[config.mk]
export PLATFORM = sky130hd
export DESIGN_NAME = traffic_light_multi
export DESIGN_NICKNAME = d
export VERILOG_FILES = /design/src/rtl/traffic_pkg.sv /design/src/rtl/traffic_light_multi_timer.sv /design/src/rtl/traffic_light_multi.sv
export SDC_FILE = /design/constraint.sdc
export NUM_CORES = 1
export LEC_CHECK = 0
export CORE_MARGIN = 2
export CORE_UTILIZATION = 29
export CTS_CLUSTER_DIAMETER = 150
export DETAILED_ROUTE_END_ITERATION = 10
export PLACE_DENSITY_LB_ADDON = 0.05
export SYNTH_ARGS = -nofsm -noshare
export SYNTH_HDL_FRONTEND = slang
export SYNTH_SLANG_ARGS = --single-unit
[constraint.sdc]
create_clock -name clk -period 2.3 [get_ports clk]
set_input_delay 0.69 -clock clk [delete_from_list [all_inputs] [get_ports clk]]
set_output_delay 0.69 -clock clk [all_outputs]
set_load 0.05 [all_outputs]
[src/rtl/traffic_pkg.sv]
// Shared types and helpers for the multi-approach traffic light controller.
package traffic_pkg;

   typedef enum logic [2:0] {
      OFF     = 3'd0,
      ALL_RED = 3'd1,
      GREEN   = 3'd2,
      YELLOW  = 3'd3,
      WALK    = 3'd4,
      FLASH   = 3'd5
   } phase_t;

   localparam logic [1:0] LAMP_OFF    = 2'b00;
   localparam logic [1:0] LAMP_RED    = 2'b01;
   localparam logic [1:0] LAMP_YELLOW = 2'b10;
   localparam logic [1:0] LAMP_GREEN  = 2'b11;

   function automatic int unsigned dir_next(input int unsigned cur, input int unsigned num_dir);
      if (cur >= num_dir - 32'd1) begin
         return 32'd0;
      end else begin
         return cur + 32'd1;
      end
   endfunction

endpackage

[src/rtl/traffic_light_multi_timer.sv]
// Tick-driven down-counter timing each controller phase; a load beats a decrement.
module phase_timer #(
   parameter int TW = 6
) (
   input  logic          clk,
   input  logic          reset,
   input  logic          load,
   input  logic [TW-1:0] load_val,
   input  logic          tick,
   output logic [TW-1:0] value,
   output logic          done
);

   logic [TW-1:0] count_r;

   // Phase counter: load on phase entry, count down on tick until zero
   always_ff @(posedge clk or negedge reset) begin
      if (!reset) begin
         count_r <= '0;
      end else if (load) begin
         count_r <= load_val;
      end else if (tick && (count_r != '0)) begin
         count_r <= count_r - TW'(1);
      end else begin
         count_r <= count_r;
      end
   end

   assign value = count_r;
   assign done  = (count_r == '0);

endmodule

[src/rtl/traffic_light_multi.sv]
// Round-robin traffic light for NUM_DIR approaches with green extension and
// an exclusive all-red pedestrian walk/flash phase.
module traffic_light_multi
   import traffic_pkg::*;
#(
   parameter int NUM_DIR   = 2,
   parameter int TW        = 6,
   parameter int RED_CLR   = 2,
   parameter int YELLOW_T  = 3,
   parameter int GREEN_MIN = 10,
   parameter int GREEN_EXT = 4,
   parameter int GREEN_MAX = 30,
   parameter int WALK_T    = 8,
   parameter int FLASH_T   = 4,
   localparam int DW       = (NUM_DIR > 1) ? $clog2(NUM_DIR) : 1
) (
   input  logic                 clk,
   input  logic                 reset,
   input  logic                 start,
   input  logic                 tick,
   input  logic [NUM_DIR-1:0]   car_present,
   input  logic [NUM_DIR-1:0]   ped_req,
   output logic [2*NUM_DIR-1:0] L_out,
   output logic [NUM_DIR-1:0]   walk,
   output logic                 ped_flash,
   output logic [DW-1:0]        active_dir,
   output logic [2:0]           phase
);

   phase_t              phase_r;
   phase_t              phase_nxt_s;
   logic [DW-1:0]       active_dir_r;
   logic [TW-1:0]       green_cnt_r;
   logic [NUM_DIR-1:0]  ped_pend_r;
   logic [NUM_DIR-1:0]  walk_mask_r;
   logic                after_walk_r;
   logic                first_r;
   logic                ped_flash_r;

   logic                load_s;
   logic [TW-1:0]       load_val_s;
   logic [TW-1:0]       timer_val_s;
   logic                done_s;
   logic                enter_green_s;
   logic                enter_walk_s;
   logic                enter_flash_s;
   logic                flash_end_s;
   logic                extend_s;
   logic                leave_off_s;
   logic                ext_ok_s;
   logic [NUM_DIR-1:0]  others_s;
   logic [TW:0]         ext_sum_s;

   phase_timer #(.TW(TW)) u_timer (
      .clk      (clk),
      .reset    (reset),
      .load     (load_s),
      .load_val (load_val_s),
      .tick     (tick),
      .value    (timer_val_s),
      .done     (done_s)
   );

   // Extension only while the active approach alone has traffic and nobody waits to cross
   always_comb begin
      others_s  = car_present & ~(NUM_DIR'(1) << active_dir_r);
      ext_sum_s = {1'b0, green_cnt_r} + (TW+1)'(GREEN_EXT);
      ext_ok_s  = car_present[active_dir_r] && (others_s == '0) && (ped_pend_r == '0)
                  && (ext_sum_s <= (TW+1)'(GREEN_MAX));
   end

   // Next-phase selection and timer load requests
   always_comb begin
      phase_nxt_s   = phase_r;
      load_s        = 1'b0;
      load_val_s    = '0;
      enter_green_s = 1'b0;
      enter_walk_s  = 1'b0;
      enter_flash_s = 1'b0;
      flash_end_s   = 1'b0;
      extend_s      = 1'b0;
      leave_off_s   = 1'b0;
      case (phase_r)
         OFF: begin
            if (start) begin
               phase_nxt_s = ALL_RED;
               load_s      = 1'b1;
               load_val_s  = TW'(RED_CLR);
               leave_off_s = 1'b1;
            end else begin
               phase_nxt_s = OFF;
            end
         end
         ALL_RED: begin
            if (done_s && (ped_pend_r != '0) && !after_walk_r) begin
               phase_nxt_s  = WALK;
               load_s       = 1'b1;
               load_val_s   = TW'(WALK_T);
               enter_walk_s = 1'b1;
            end else if (done_s) begin
               phase_nxt_s   = GREEN;
               load_s        = 1'b1;
               load_val_s    = TW'(GREEN_MIN);
               enter_green_s = 1'b1;
            end else begin
               phase_nxt_s = ALL_RED;
            end
         end
         GREEN: begin
            if (done_s && ext_ok_s) begin
               load_s     = 1'b1;
               load_val_s = TW'(GREEN_EXT);
               extend_s   = 1'b1;
            end else if (done_s) begin
               phase_nxt_s = YELLOW;
               load_s      = 1'b1;
               load_val_s  = TW'(YELLOW_T);
            end else begin
               phase_nxt_s = GREEN;
            end
         end
         YELLOW: begin
            if (done_s) begin
               phase_nxt_s = ALL_RED;
               load_s      = 1'b1;
               load_val_s  = TW'(RED_CLR);
            end else begin
               phase_nxt_s = YELLOW;
            end
         end
         WALK: begin
            if (done_s) begin
               phase_nxt_s   = FLASH;
               load_s        = 1'b1;
               load_val_s    = TW'(FLASH_T);
               enter_flash_s = 1'b1;
            end else begin
               phase_nxt_s = WALK;
            end
         end
         FLASH: begin
            if (done_s) begin
               phase_nxt_s = ALL_RED;
               load_s      = 1'b1;
               load_val_s  = TW'(RED_CLR);
               flash_end_s = 1'b1;
            end else begin
               phase_nxt_s = FLASH;
            end
         end
         default: begin
            phase_nxt_s = OFF;
         end
      endcase
   end

   // Phase state register
   always_ff @(posedge clk or negedge reset) begin
      if (!reset) begin
         phase_r <= OFF;
      end else begin
         phase_r <= phase_nxt_s;
      end
   end

   // Green ownership: the first green after OFF always goes to approach 0
   always_ff @(posedge clk or negedge reset) begin
      if (!reset) begin
         active_dir_r <= '0;
         green_cnt_r  <= '0;
         first_r      <= 1'b0;
         after_walk_r <= 1'b0;
      end else begin
         if (leave_off_s) begin
            first_r <= 1'b1;
         end else if (enter_green_s) begin
            first_r <= 1'b0;
         end else begin
            first_r <= first_r;
         end
         if (enter_green_s) begin
            active_dir_r <= first_r ? '0 : DW'(dir_next(32'(active_dir_r), 32'(NUM_DIR)));
            green_cnt_r  <= TW'(GREEN_MIN);
         end else if (extend_s) begin
            green_cnt_r  <= ext_sum_s[TW-1:0];
         end else begin
            green_cnt_r  <= green_cnt_r;
         end
         if (flash_end_s) begin
            after_walk_r <= 1'b1;
         end else if (enter_green_s) begin
            after_walk_r <= 1'b0;
         end else begin
            after_walk_r <= after_walk_r;
         end
      end
   end

   // Pedestrian request latch; the walk mask also takes requests arriving on the entry edge
   always_ff @(posedge clk or negedge reset) begin
      if (!reset) begin
         ped_pend_r  <= '0;
         walk_mask_r <= '0;
      end else if (phase_r == OFF) begin
         ped_pend_r  <= ped_pend_r;
         walk_mask_r <= walk_mask_r;
      end else if (enter_walk_s) begin
         ped_pend_r  <= '0;
         walk_mask_r <= ped_pend_r | ped_req;
      end else begin
         ped_pend_r  <= ped_pend_r | ped_req;
         walk_mask_r <= walk_mask_r;
      end
   end

   // Don't-walk flasher toggles whenever the flash timer steps
   always_ff @(posedge clk or negedge reset) begin
      if (!reset) begin
         ped_flash_r <= 1'b0;
      end else if (enter_flash_s) begin
         ped_flash_r <= 1'b1;
      end else if (flash_end_s) begin
         ped_flash_r <= 1'b0;
      end else if ((phase_r == FLASH) && tick && (timer_val_s != '0)) begin
         ped_flash_r <= ~ped_flash_r;
      end else begin
         ped_flash_r <= ped_flash_r;
      end
   end

   // Lamp and walk decode from the registered state
   always_comb begin
      L_out = '0;
      walk  = '0;
      for (int i = 0; i < NUM_DIR; i++) begin
         case (phase_r)
            OFF:     L_out[2*i +: 2] = LAMP_OFF;
            GREEN:   L_out[2*i +: 2] = (DW'(i) == active_dir_r) ? LAMP_GREEN : LAMP_RED;
            YELLOW:  L_out[2*i +: 2] = (DW'(i) == active_dir_r) ? LAMP_YELLOW : LAMP_RED;
            ALL_RED, WALK, FLASH: L_out[2*i +: 2] = LAMP_RED;
            default: L_out[2*i +: 2] = LAMP_OFF;
         endcase
      end
      if (phase_r == WALK) begin
         walk = walk_mask_r;
      end else begin
         walk = '0;
      end
   end

   assign ped_flash  = ped_flash_r;
   assign active_dir = active_dir_r;
   assign phase      = phase_r;

endmodule

==> run_1/placement_by_type.png <==
Bar = 20 um.
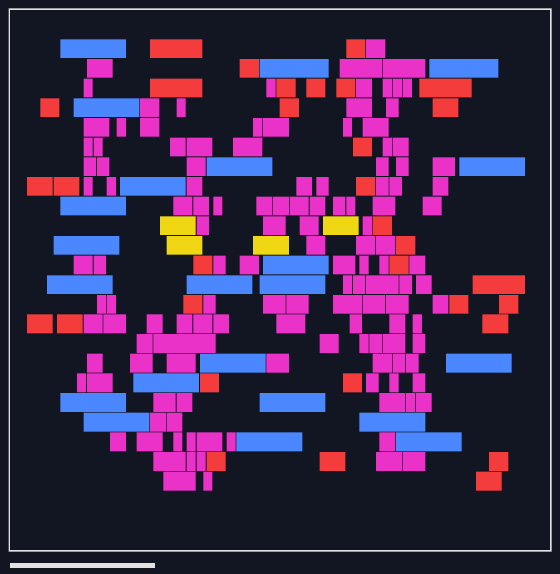
| colour | class | cells |
|---|---|---|
| red | remaining buffers and delay cells | 32 |
| yellow | clock drivers and dummy loads | 4 |
| magenta | combinational and other logic | 132 |
| blue | sequential cells | 22 |
Seq area share: 29.2%
post-route cell area: 1890 um2
Core ar.: 4790 um2
final core utilization: 39.5%

==> run_1/power_grid.png <==
Bar = 20 um. Pins as bars on the die edge. Tap cells in grey.
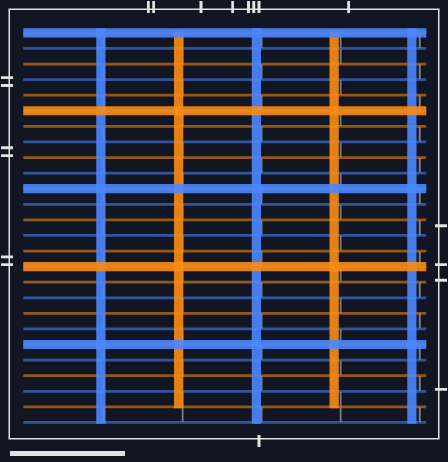
| colour | net |
|---|---|
| orange | VDD |
| blue | VSS |
met1 rails: 26
tap cells: 67
rows: 25
met5 straps: 5
signal pins: 19
VDD IR max: 0.470 mV
Die X: 74.7 um
die height: 74.7 um

==> run_1/placement.png <==
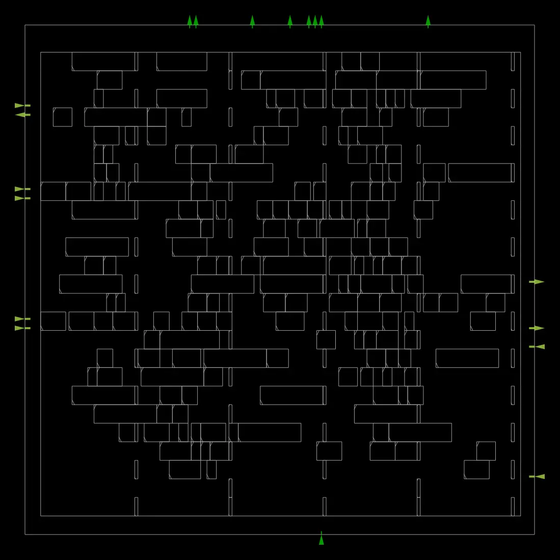
well tap count: 67
fill count: 481

==> results.ini, run 1 <==
[worst_setup_path]
cp.depth = 3
path_delay_family = flip-flops
r2r-end = u_timer.value[1]
cp.required_ps = 1610
crit_arrival_ps = 1520
worstSetupPathType = flip-flop to output port

[clock_tree]
root_buffer = clkbuf_8
numCtsBuffers = 3

[grt]
grt_max_degree = 23
grt.busiest_layer = met2

[sta]
finalSetupViolCount = 0
finClkSkew_ps = 13.8

[synth]
xor_share_pct = 1.81
common_cells = dfrtp_1, nor2_1, nand2_1, a21oi_1, nor3_1
synthCells = 163
adder_share_pct = 2.59
yosysUniqueCellTypes = 50
ys_ff = 22
yosys-dominant-comb-family = simple AND/OR/NAND/NOR gates
synthSimpleGateAreaFrac_pct = 29.0

[run_status]
outcome = completed

[routing]
drt-total-wl_um = 3780

[layout]
comb_cells = 125
largest_register_ffs = 6
inv_count = 7

[placed_design]
dpl.hpwl_um = 2810

==> run 2: changes to the inputs <==
--- a/config.mk
+++ b/config.mk
@@ -6,10 +6,10 @@
 export NUM_CORES = 1
 export LEC_CHECK = 0
 export CORE_MARGIN = 2
-export CORE_UTILIZATION = 29
+export CORE_UTILIZATION = 49
 export CTS_CLUSTER_DIAMETER = 150
 export DETAILED_ROUTE_END_ITERATION = 10
-export PLACE_DENSITY_LB_ADDON = 0.05
+export PLACE_DENSITY = 0.75
 export SYNTH_ARGS = -nofsm -noshare
 export SYNTH_HDL_FRONTEND = slang
 export SYNTH_SLANG_ARGS = --single-unit
==> constraint.sdc (replaced) <==
create_clock -name clk -period 1.95 [get_ports clk]
set_input_delay 0.585 -clock clk [delete_from_list [all_inputs] [get_ports clk]]
set_output_delay 0.585 -clock clk [all_outputs]
set_load 0.05 [all_outputs]
==> run_2/wires.png <==
Bar = 20 um. Two of the layers only.
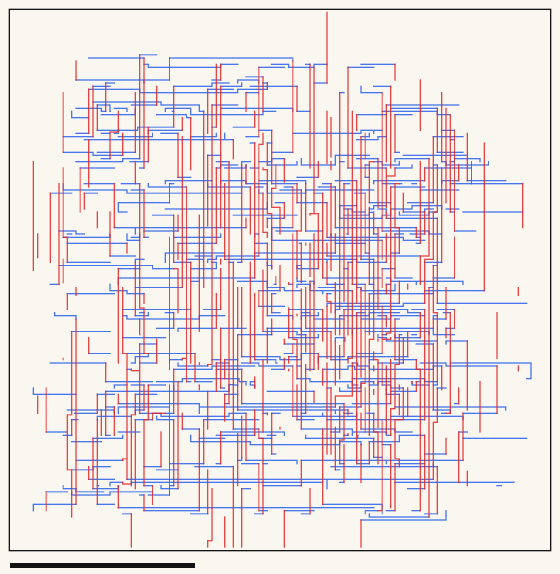
| colour | layer | wire length |
|---|---|---|
| red | metal 2 | 1990 um |
| blue | metal 1 | 1780 um |
Post-Route WL: 4210 um
wire per inst: 17.7 um

==> run_2/placement_by_type.png <==
Bar = 20 um.
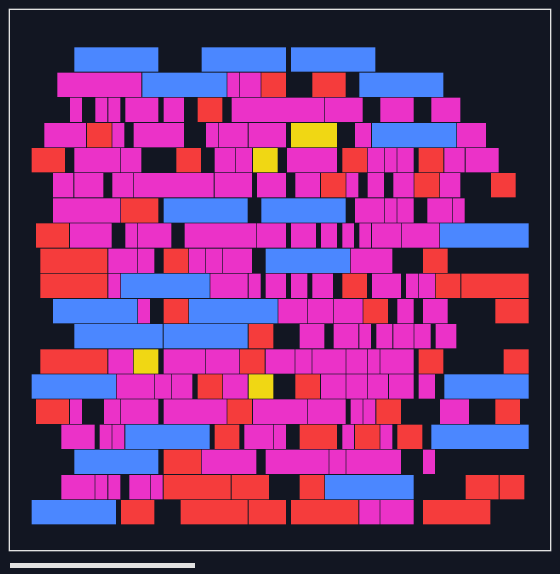
| colour | class | cells |
|---|---|---|
| red | remaining buffers and delay cells | 49 |
| blue | sequential cells | 22 |
| magenta | combinational and other logic | 132 |
| yellow | clock drivers and dummy loads | 4 |
Core ar.: 2780 um2
post-route cell area: 2190 um2
final core utilization: 78.6%
Core Rows: 19
Seq area share: 25.6%

==> run_2/placement.png <==
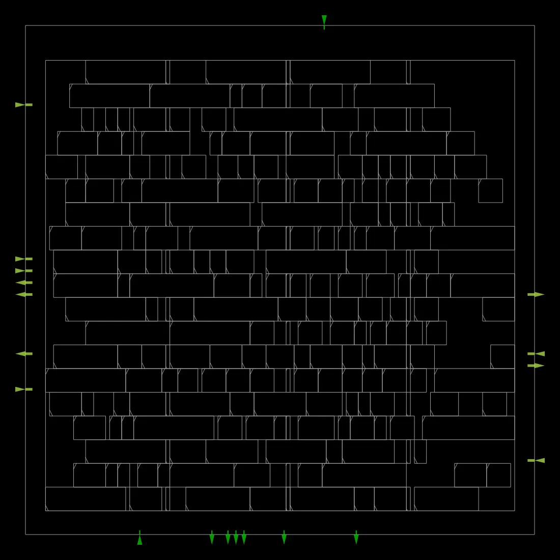
Final Non-Filler Cells: 238
fill count: 173

==> results.ini, run 2 <==
[run_status]
outcome = complete, but fails checks  ; was completed
violations = negative setup slack

[synth]
ys_ff = 22  ; unchanged
synthCells = 163  ; unchanged
ys_warn_count = 0  ; unchanged
common_cells = dfrtp_1, nor2_1, nand2_1, a21oi_1, nor3_1  ; unchanged
yosysUniqueCellTypes = 50  ; unchanged
adder_share_pct = 2.59  ; unchanged
yosys-dominant-comb-family = simple AND/OR/NAND/NOR gates  ; unchanged
synthSimpleGateAreaFrac_pct = 29.0  ; unchanged
ys_cells = 163  ; unchanged
ys_top_cells_by_area = dfrtp_1, mux2i_1, nor2_1, a21oi_1, nor3_1  ; unchanged
xor_share_pct = 1.81  ; unchanged
syn-num-nets = 174  ; unchanged
async_flop_share_pct = 100  ; unchanged

[pwr]
ir_drop_mv = 1.27  ; was 0.470 mV
p_comb_share_pct = 65.9  ; was 57.3%
switching_power_uw = 1650  ; was 1180 uW
sequentialPower_uw = 922  ; was 768 uW

[worst_setup_path]
worstSetupPathType = flip-flop to output port  ; unchanged
r2r-end = green_cnt_r[3]  ; was u_timer.value[1]
crit_arrival_ps = 1490  ; was 1520 ps
cp.depth = 4  ; was 3
path_delay_family = flip-flops  ; unchanged
r2r_slack_ps = 40  ; was 170 ps
cp.required_ps = 1360  ; was 1610 ps
cpPeakStageDelay_ps = 510  ; was 560 ps

[hold_path]
whs_path_depth = 2  ; was 1

[grt]
grt.busiest_layer = met2  ; unchanged
grt_max_degree = 23  ; unchanged
antenna_found_initial = 0  ; unchanged

[sta]
slew_viol_final = 0  ; unchanged
finClkSkew_ps = 11.8  ; was 13.8 ps
finalSetupViolCount = 5  ; was 0
timing.final.ws_setup_ps = -123  ; was 93.4 ps
hold_violations = 0  ; unchanged

[layout]
lay_top_count = buf_4
largest_register_ffs = 6  ; unchanged
comb_cells = 125  ; unchanged
clk_share_pct = 1.66  ; was 2.91%
final.clkbuf_count = 4  ; unchanged
inv_count = 7  ; unchanged

[floorplan]
tapCellCount = 31  ; was 67
dieWidth_um = 58.4  ; was 74.7 um
die_h_um = 58.4  ; was 74.7 um

[placed_design]
dpl.hpwl_um = 2810  ; about the same
place_area_um2 = 1900  ; was 1830 um2

[clock_tree]
numCtsBuffers = 3  ; unchanged

==> run 3: changes to the inputs <==
--- a/config.mk
+++ b/config.mk
@@ -10,6 +10,7 @@
 export CTS_CLUSTER_DIAMETER = 150
 export DETAILED_ROUTE_END_ITERATION = 10
 export PLACE_DENSITY = 0.75
+export RECOVER_POWER = 50
 export SYNTH_ARGS = -nofsm -noshare
 export SYNTH_HDL_FRONTEND = slang
 export SYNTH_SLANG_ARGS = --single-unit
==> run_3/clk_routes.png <==
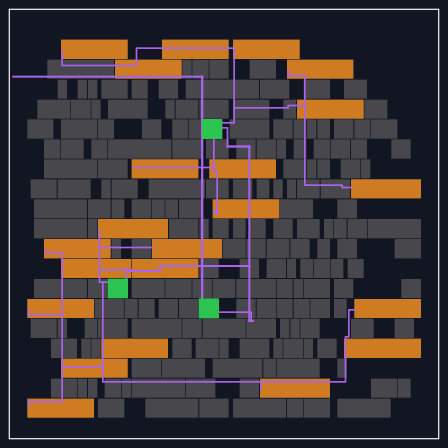
[orange] flip-flops | count: 22
[purple] clock wires | length: 339 um
[green] clock drivers | count: 3
flops lie: widely spread
routed clock nets: 4
Clk Latency, worst-skew pair: 340 ps
clock skew: 12.5 ps
Power Clock: 271 uW

==> run_3/placement_by_type.png <==
Bar = 20 um.
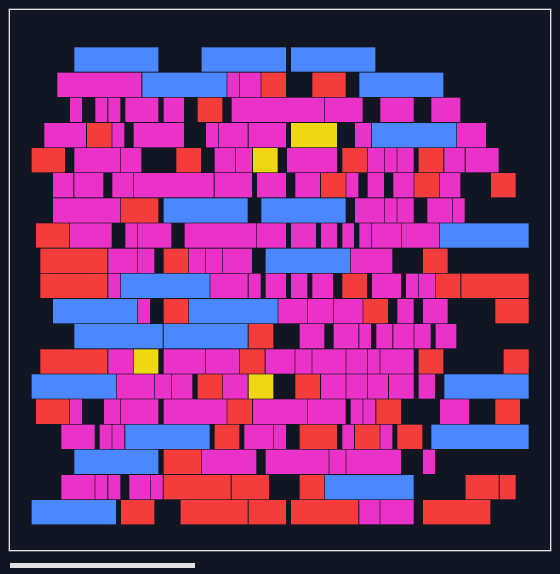
| colour | class | cells |
|---|---|---|
| magenta | combinational and other logic | 132 |
| blue | sequential cells | 22 |
| red | remaining buffers and delay cells | 49 |
| yellow | clock drivers and dummy loads | 4 |
final core utilization: 78.5%
Seq area share: 25.7%
post-route cell area: 2180 um2

==> run_3/placement.png <==
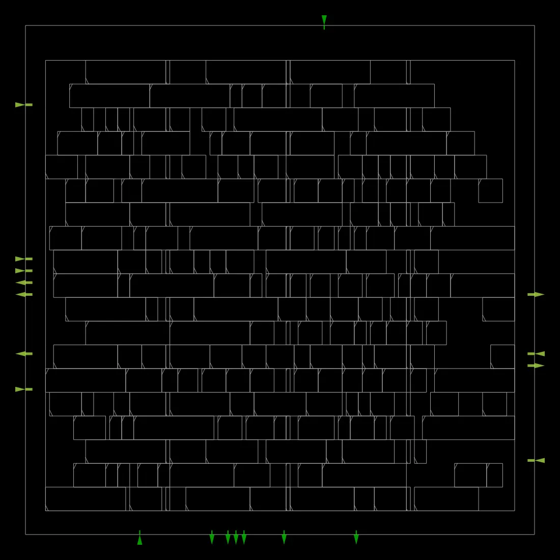
flop count: 22
well tap count: 31
fill count: 174

==> results.ini, run 3 <==
[run_status]
outcome = complete, but fails checks  ; unchanged
violations = negative setup slack  ; unchanged

[sta]
timing.final.ws_setup_ps = -123  ; about the same
finalSetupViolCount = 5  ; unchanged

[hold_path]
whs_path_depth = 2  ; unchanged

[placed_design]
dpl.hpwl_um = 2810  ; unchanged
place_area_um2 = 1900  ; unchanged

[clock_tree]
numCtsBuffers = 3  ; unchanged
root_buffer = clkbuf_4  ; unchanged

[worst_setup_path]
worstSetupPathType = flip-flop to output port  ; unchanged
cpPeakStageDelay_ps = 510  ; about the same
r2r-end = green_cnt_r[3]  ; unchanged
crit_arrival_ps = 1490  ; about the same

[pwr]
switching_power_uw = 1640  ; was 1650 uW
ir_drop_mv = 1.26  ; was 1.27 mV

[layout]
stdcell_count = 238  ; unchanged
clk_share_pct = 1.66  ; about the same

[synth]
ys_top_cells_by_area = dfrtp_1, mux2i_1, nor2_1, a21oi_1, nor3_1  ; unchanged
common_cells = dfrtp_1, nor2_1, nand2_1, a21oi_1, nor3_1  ; unchanged
ys_warn_count = 0  ; unchanged
yosys-dominant-comb-family = simple AND/OR/NAND/NOR gates  ; unchanged
adder_share_pct = 2.59  ; unchanged

[floorplan]
coreArea_um2 = 2780  ; unchanged
rows = 19  ; unchanged
die_h_um = 58.4  ; unchanged

[grt]
grt_max_degree = 23  ; unchanged

Power and IR drop assume default switching activity.
